`src/rtl/eth_frame_tx.sv`:
```
// eth_frame_tx: bit-serial Ethernet frame transmitter.
// Sends preamble, SFD, payload, pad and CRC-32 FCS, then an interframe gap.
module eth_frame_tx #(
    parameter int MIN_LEN  = 60,
    parameter int MAX_LEN  = 1514,
    parameter int IFG_BITS = 96
) (
    input  logic       clk,
    input  logic       reset_n,
    input  logic [7:0] tx_data,
    input  logic       tx_valid,
    input  logic       tx_last,
    output logic       tx_ready,
    output logic       sgmii_tx_p,
    output logic       sgmii_tx_n,
    output logic       tx_active,
    output logic       tx_done,
    output logic       tx_err
);

    typedef enum logic [2:0] {
        S_IDLE,
        S_PRE,
        S_SFD,
        S_PAY,
        S_PAD,
        S_FCS,
        S_IFG,
        S_DROP
    } state_t;

    localparam logic [31:0] POLY      = 32'hEDB88320;
    localparam logic [10:0] MIN_LEN_C = 11'(MIN_LEN);
    localparam logic [10:0] MAX_LEN_C = 11'(MAX_LEN);
    localparam logic [15:0] IFG_LAST  = 16'(IFG_BITS - 1);

    state_t      state;
    logic [2:0]  bcnt;
    logic [7:0]  sh;
    logic [10:0] cnt;
    logic [31:0] crc;
    logic [15:0] gap;
    logic        last_seen;
    logic        trunc;

    logic [2:0]  bcnt_inc;
    logic [10:0] cnt_inc;
    logic [31:0] crc_nxt;
    logic        byte_end;
    logic        more_ok;
    logic        rdy_arm;

    assign sgmii_tx_n = ~sgmii_tx_p;

    // Next-bit helpers: bit index, saturating byte count, serial CRC step.
    always_comb begin
        bcnt_inc = bcnt + 3'd1;
        cnt_inc  = (cnt == 11'h7FF) ? cnt : cnt + 11'd1;
        byte_end = (bcnt == 3'd7);
        more_ok  = !last_seen && (cnt < MAX_LEN_C);
        crc_nxt  = {1'b0, crc[31:1]} ^ ((crc[0] ^ sh[bcnt]) ? POLY : 32'h0);
        rdy_arm  = (bcnt == 3'd6) &&
                   ((state == S_SFD) || ((state == S_PAY) && more_ok));
    end

    // Frame sequencer; every output is registered here.
    always_ff @(posedge clk or negedge reset_n) begin
        if (!reset_n) begin
            state      <= S_IDLE;
            bcnt       <= 3'd0;
            sh         <= 8'h00;
            cnt        <= 11'd0;
            crc        <= 32'hFFFFFFFF;
            gap        <= 16'd0;
            last_seen  <= 1'b0;
            trunc      <= 1'b0;
            sgmii_tx_p <= 1'b0;
            tx_ready   <= 1'b0;
            tx_active  <= 1'b0;
            tx_done    <= 1'b0;
            tx_err     <= 1'b0;
        end else begin
            tx_done  <= 1'b0;
            tx_err   <= 1'b0;
            tx_ready <= rdy_arm;
            unique case (state)
                S_IDLE: begin
                    sgmii_tx_p <= 1'b0;
                    if (tx_valid) begin
                        state      <= S_PRE;
                        bcnt       <= 3'd0;
                        sh         <= 8'h55;
                        cnt        <= 11'd0;
                        last_seen  <= 1'b0;
                        trunc      <= 1'b0;
                        sgmii_tx_p <= 1'b1;
                        tx_active  <= 1'b1;
                    end
                end
                S_PRE: begin
                    if (!byte_end) begin
                        bcnt       <= bcnt_inc;
                        sgmii_tx_p <= sh[bcnt_inc];
                    end else begin
                        bcnt       <= 3'd0;
                        sgmii_tx_p <= 1'b1;
                        if (cnt == 11'd6) begin
                            state <= S_SFD;
                            sh    <= 8'hD5;
                            cnt   <= 11'd0;
                            crc   <= 32'hFFFFFFFF;
                        end else begin
                            cnt <= cnt_inc;
                        end
                    end
                end
                S_SFD, S_PAY: begin
                    if (state == S_PAY) begin
                        crc <= crc_nxt;
                    end
                    if (!byte_end) begin
                        bcnt       <= bcnt_inc;
                        sgmii_tx_p <= sh[bcnt_inc];
                    end else if (state == S_SFD || more_ok) begin
                        bcnt <= 3'd0;
                        if (tx_valid) begin
                            state      <= S_PAY;
                            sh         <= tx_data;
                            sgmii_tx_p <= tx_data[0];
                            cnt        <= cnt_inc;
                            last_seen  <= tx_last;
                        end else begin
                            state      <= S_DROP;
                            sgmii_tx_p <= 1'b0;
                            tx_active  <= 1'b0;
                            tx_ready   <= 1'b1;
                            tx_err     <= 1'b1;
                        end
                    end else if (cnt < MIN_LEN_C) begin
                        state      <= S_PAD;
                        bcnt       <= 3'd0;
                        sh         <= 8'h00;
                        sgmii_tx_p <= 1'b0;
                        cnt        <= cnt_inc;
                    end else begin
                        state      <= S_FCS;
                        crc        <= ~crc_nxt;
                        sgmii_tx_p <= ~crc_nxt[0];
                        cnt        <= 11'd0;
                        if (!last_seen) begin
                            tx_err <= 1'b1;
                            trunc  <= 1'b1;
                        end
                    end
                end
                S_PAD: begin
                    crc <= crc_nxt;
                    if (!byte_end) begin
                        bcnt       <= bcnt_inc;
                        sgmii_tx_p <= 1'b0;
                    end else if (cnt < MIN_LEN_C) begin
                        bcnt       <= 3'd0;
                        sgmii_tx_p <= 1'b0;
                        cnt        <= cnt_inc;
                    end else begin
                        state      <= S_FCS;
                        crc        <= ~crc_nxt;
                        sgmii_tx_p <= ~crc_nxt[0];
                        cnt        <= 11'd0;
                    end
                end
                S_FCS: begin
                    if (cnt == 11'd31) begin
                        state      <= S_IFG;
                        gap        <= 16'd0;
                        sgmii_tx_p <= 1'b0;
                        tx_done    <= 1'b1;
                    end else begin
                        crc        <= {1'b0, crc[31:1]};
                        sgmii_tx_p <= crc[1];
                        cnt        <= cnt_inc;
                    end
                end
                S_IFG: begin
                    sgmii_tx_p <= 1'b0;
                    if (gap != IFG_LAST) begin
                        gap <= gap + 16'd1;
                    end else if (trunc) begin
                        state     <= S_DROP;
                        trunc     <= 1'b0;
                        tx_active <= 1'b0;
                        tx_ready  <= 1'b1;
                    end else if (tx_valid) begin
                        state      <= S_PRE;
                        bcnt       <= 3'd0;
                        sh         <= 8'h55;
                        cnt        <= 11'd0;
                        last_seen  <= 1'b0;
                        sgmii_tx_p <= 1'b1;
                        tx_active  <= 1'b1;
                    end else begin
                        state     <= S_IDLE;
                        tx_active <= 1'b0;
                    end
                end
                S_DROP: begin
                    sgmii_tx_p <= 1'b0;
                    tx_ready   <= 1'b1;
                    if (tx_valid && tx_last) begin
                        state    <= S_IFG;
                        gap      <= 16'd0;
                        tx_ready <= 1'b0;
                    end
                end
            endcase
        end
    end

endmodule

```
`config.mk`:
```
export PLATFORM = sky130hd
export DESIGN_NAME = eth_frame_tx
export DESIGN_NICKNAME = d
export VERILOG_FILES = /design/src/rtl/eth_frame_tx.sv
export SDC_FILE = /design/constraint.sdc
export NUM_CORES = 1
export LEC_CHECK = 0
export CORE_MARGIN = 2
export CORE_UTILIZATION = 35
export CTS_CLUSTER_SIZE = 16
export DETAILED_ROUTE_END_ITERATION = 10
export PLACE_DENSITY = 0.5
export SYNTH_ARGS = -nofsm -noshare
export SYNTH_HDL_FRONTEND = slang
export SYNTH_SLANG_ARGS = --single-unit
```
`constraint.sdc`:
```
create_clock -name clk -period 2.9 [get_ports clk]
set_input_delay 0.58 -clock clk [delete_from_list [all_inputs] [get_ports clk]]
set_output_delay 0.58 -clock clk [all_outputs]
set_load 0.02 [all_outputs]
```
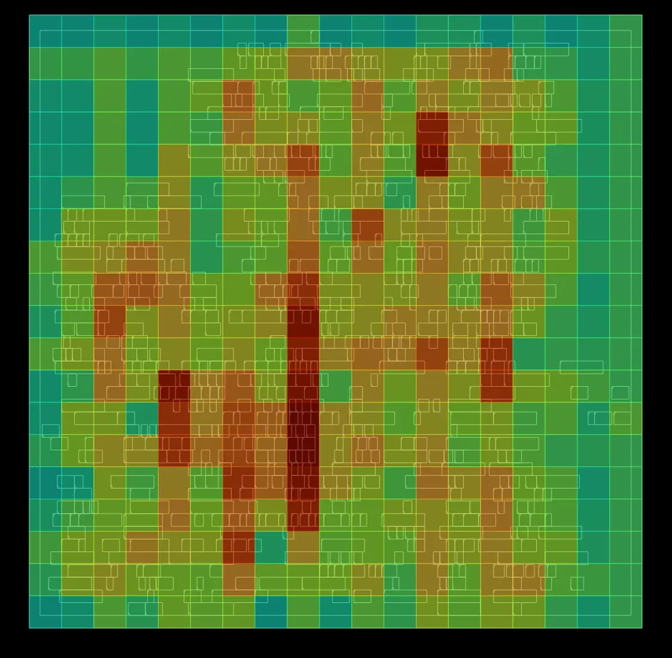
Figure 1: routing congestion map.
GR Util met2: 30.4%
M1 GR Usage: 26.8%

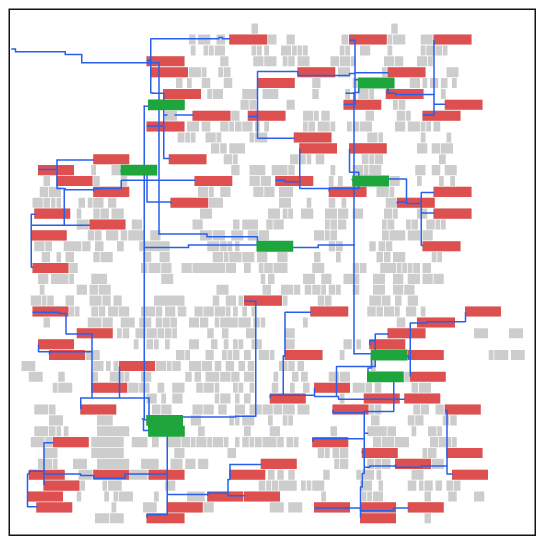
Figure 2: clock wires, drivers and flops.
(4 px per um)
Red is flip-flops, count 80. Green is cells driving clock nets, count 9. Blue is clock wires, length 1260 um.
There are 10 routed clock nets.
clock group power: 0.00108 W
clock power share: 13.6%
Worst Clk Skew: 0.0128 ns
Worst-Skew Late Latency: 0.35 ns

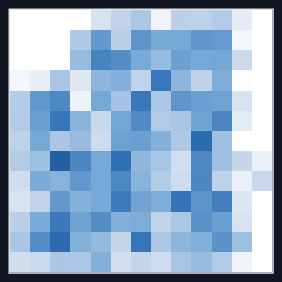
Figure 3: cell density map.
(2 px per um) 13 x 13 tiles, from white (low) to dark blue (high), 0 to 100% covered.
1.8% of the tiles are over 75% full. 14% of the tiles are nearly empty. The mean over all tiles is 36%. The fullest tile reaches 81%. The emptiest ninth of the die: upper left.
Core Area: 15800 sq um
post-route core utilization: 41.0%
Initial Utilization: 35.7%

==> flow_metrics.py <==
# Auto-generated metrics
metrics = {
    "synth": {
        "ys_sh_adder_pct": 1.72,
        "ys_types": 62,
        "avgSynthCellArea_sq_um": 8.20,
        "syn_inst": 690,
        "top_cells_by_count": "91 x nor2_1, 68 x a21oi_1, 48 x dfrtp_1",
    },
    "global_route": {
        "grt.total_usage_pct": 19.1,
    },
    "finish": {
        "seq_share_pct": 31.5,
        "buffers": 58,
        "lay_top_count": "nor2_1",
        "sh_comb_area_pct": 50.5,
        "diodes": 0,
        "final-nonclk-buf-share_pct": 7.33,
        "clockBufferCount": 11,
    },
    "power_and_ir_drop": {
        "p_comb_w": 0.00462,
        "switching_power_w": 0.00362,
        "internal_power_w": 0.00430,
    },
    "timing": {
        "layout_setup_ws_ns": 0.232,
        "tightest_slew_ns": 0.579,
        "setup_viol": 0,
        "max_freq_mhz": 375,
    },
    "drt": {
        "wl_met3_um": 684,
        "final_antenna_net_count": 0,
        "post_drt_wl_per_cell_um": 17.6,
    },
    "outcome": {
        "outcome": "complete, no violations",
    },
    "floorplan": {
        "dieArea_sq_um": 17200,
        "dieHeight_um": 131,
    },
    "setup_path": {
        "crit_path_end_kind": "register",
        "cp-endpoint": "sh[7]",
    },
    "clocking": {
        "cts_setup_buffers": 0,
    },
    "placement": {
        "preCtsSetupSlack_ns": 0.173,
    },
}
Power figures rest on the tool's default switching activity, not on a simulated workload.
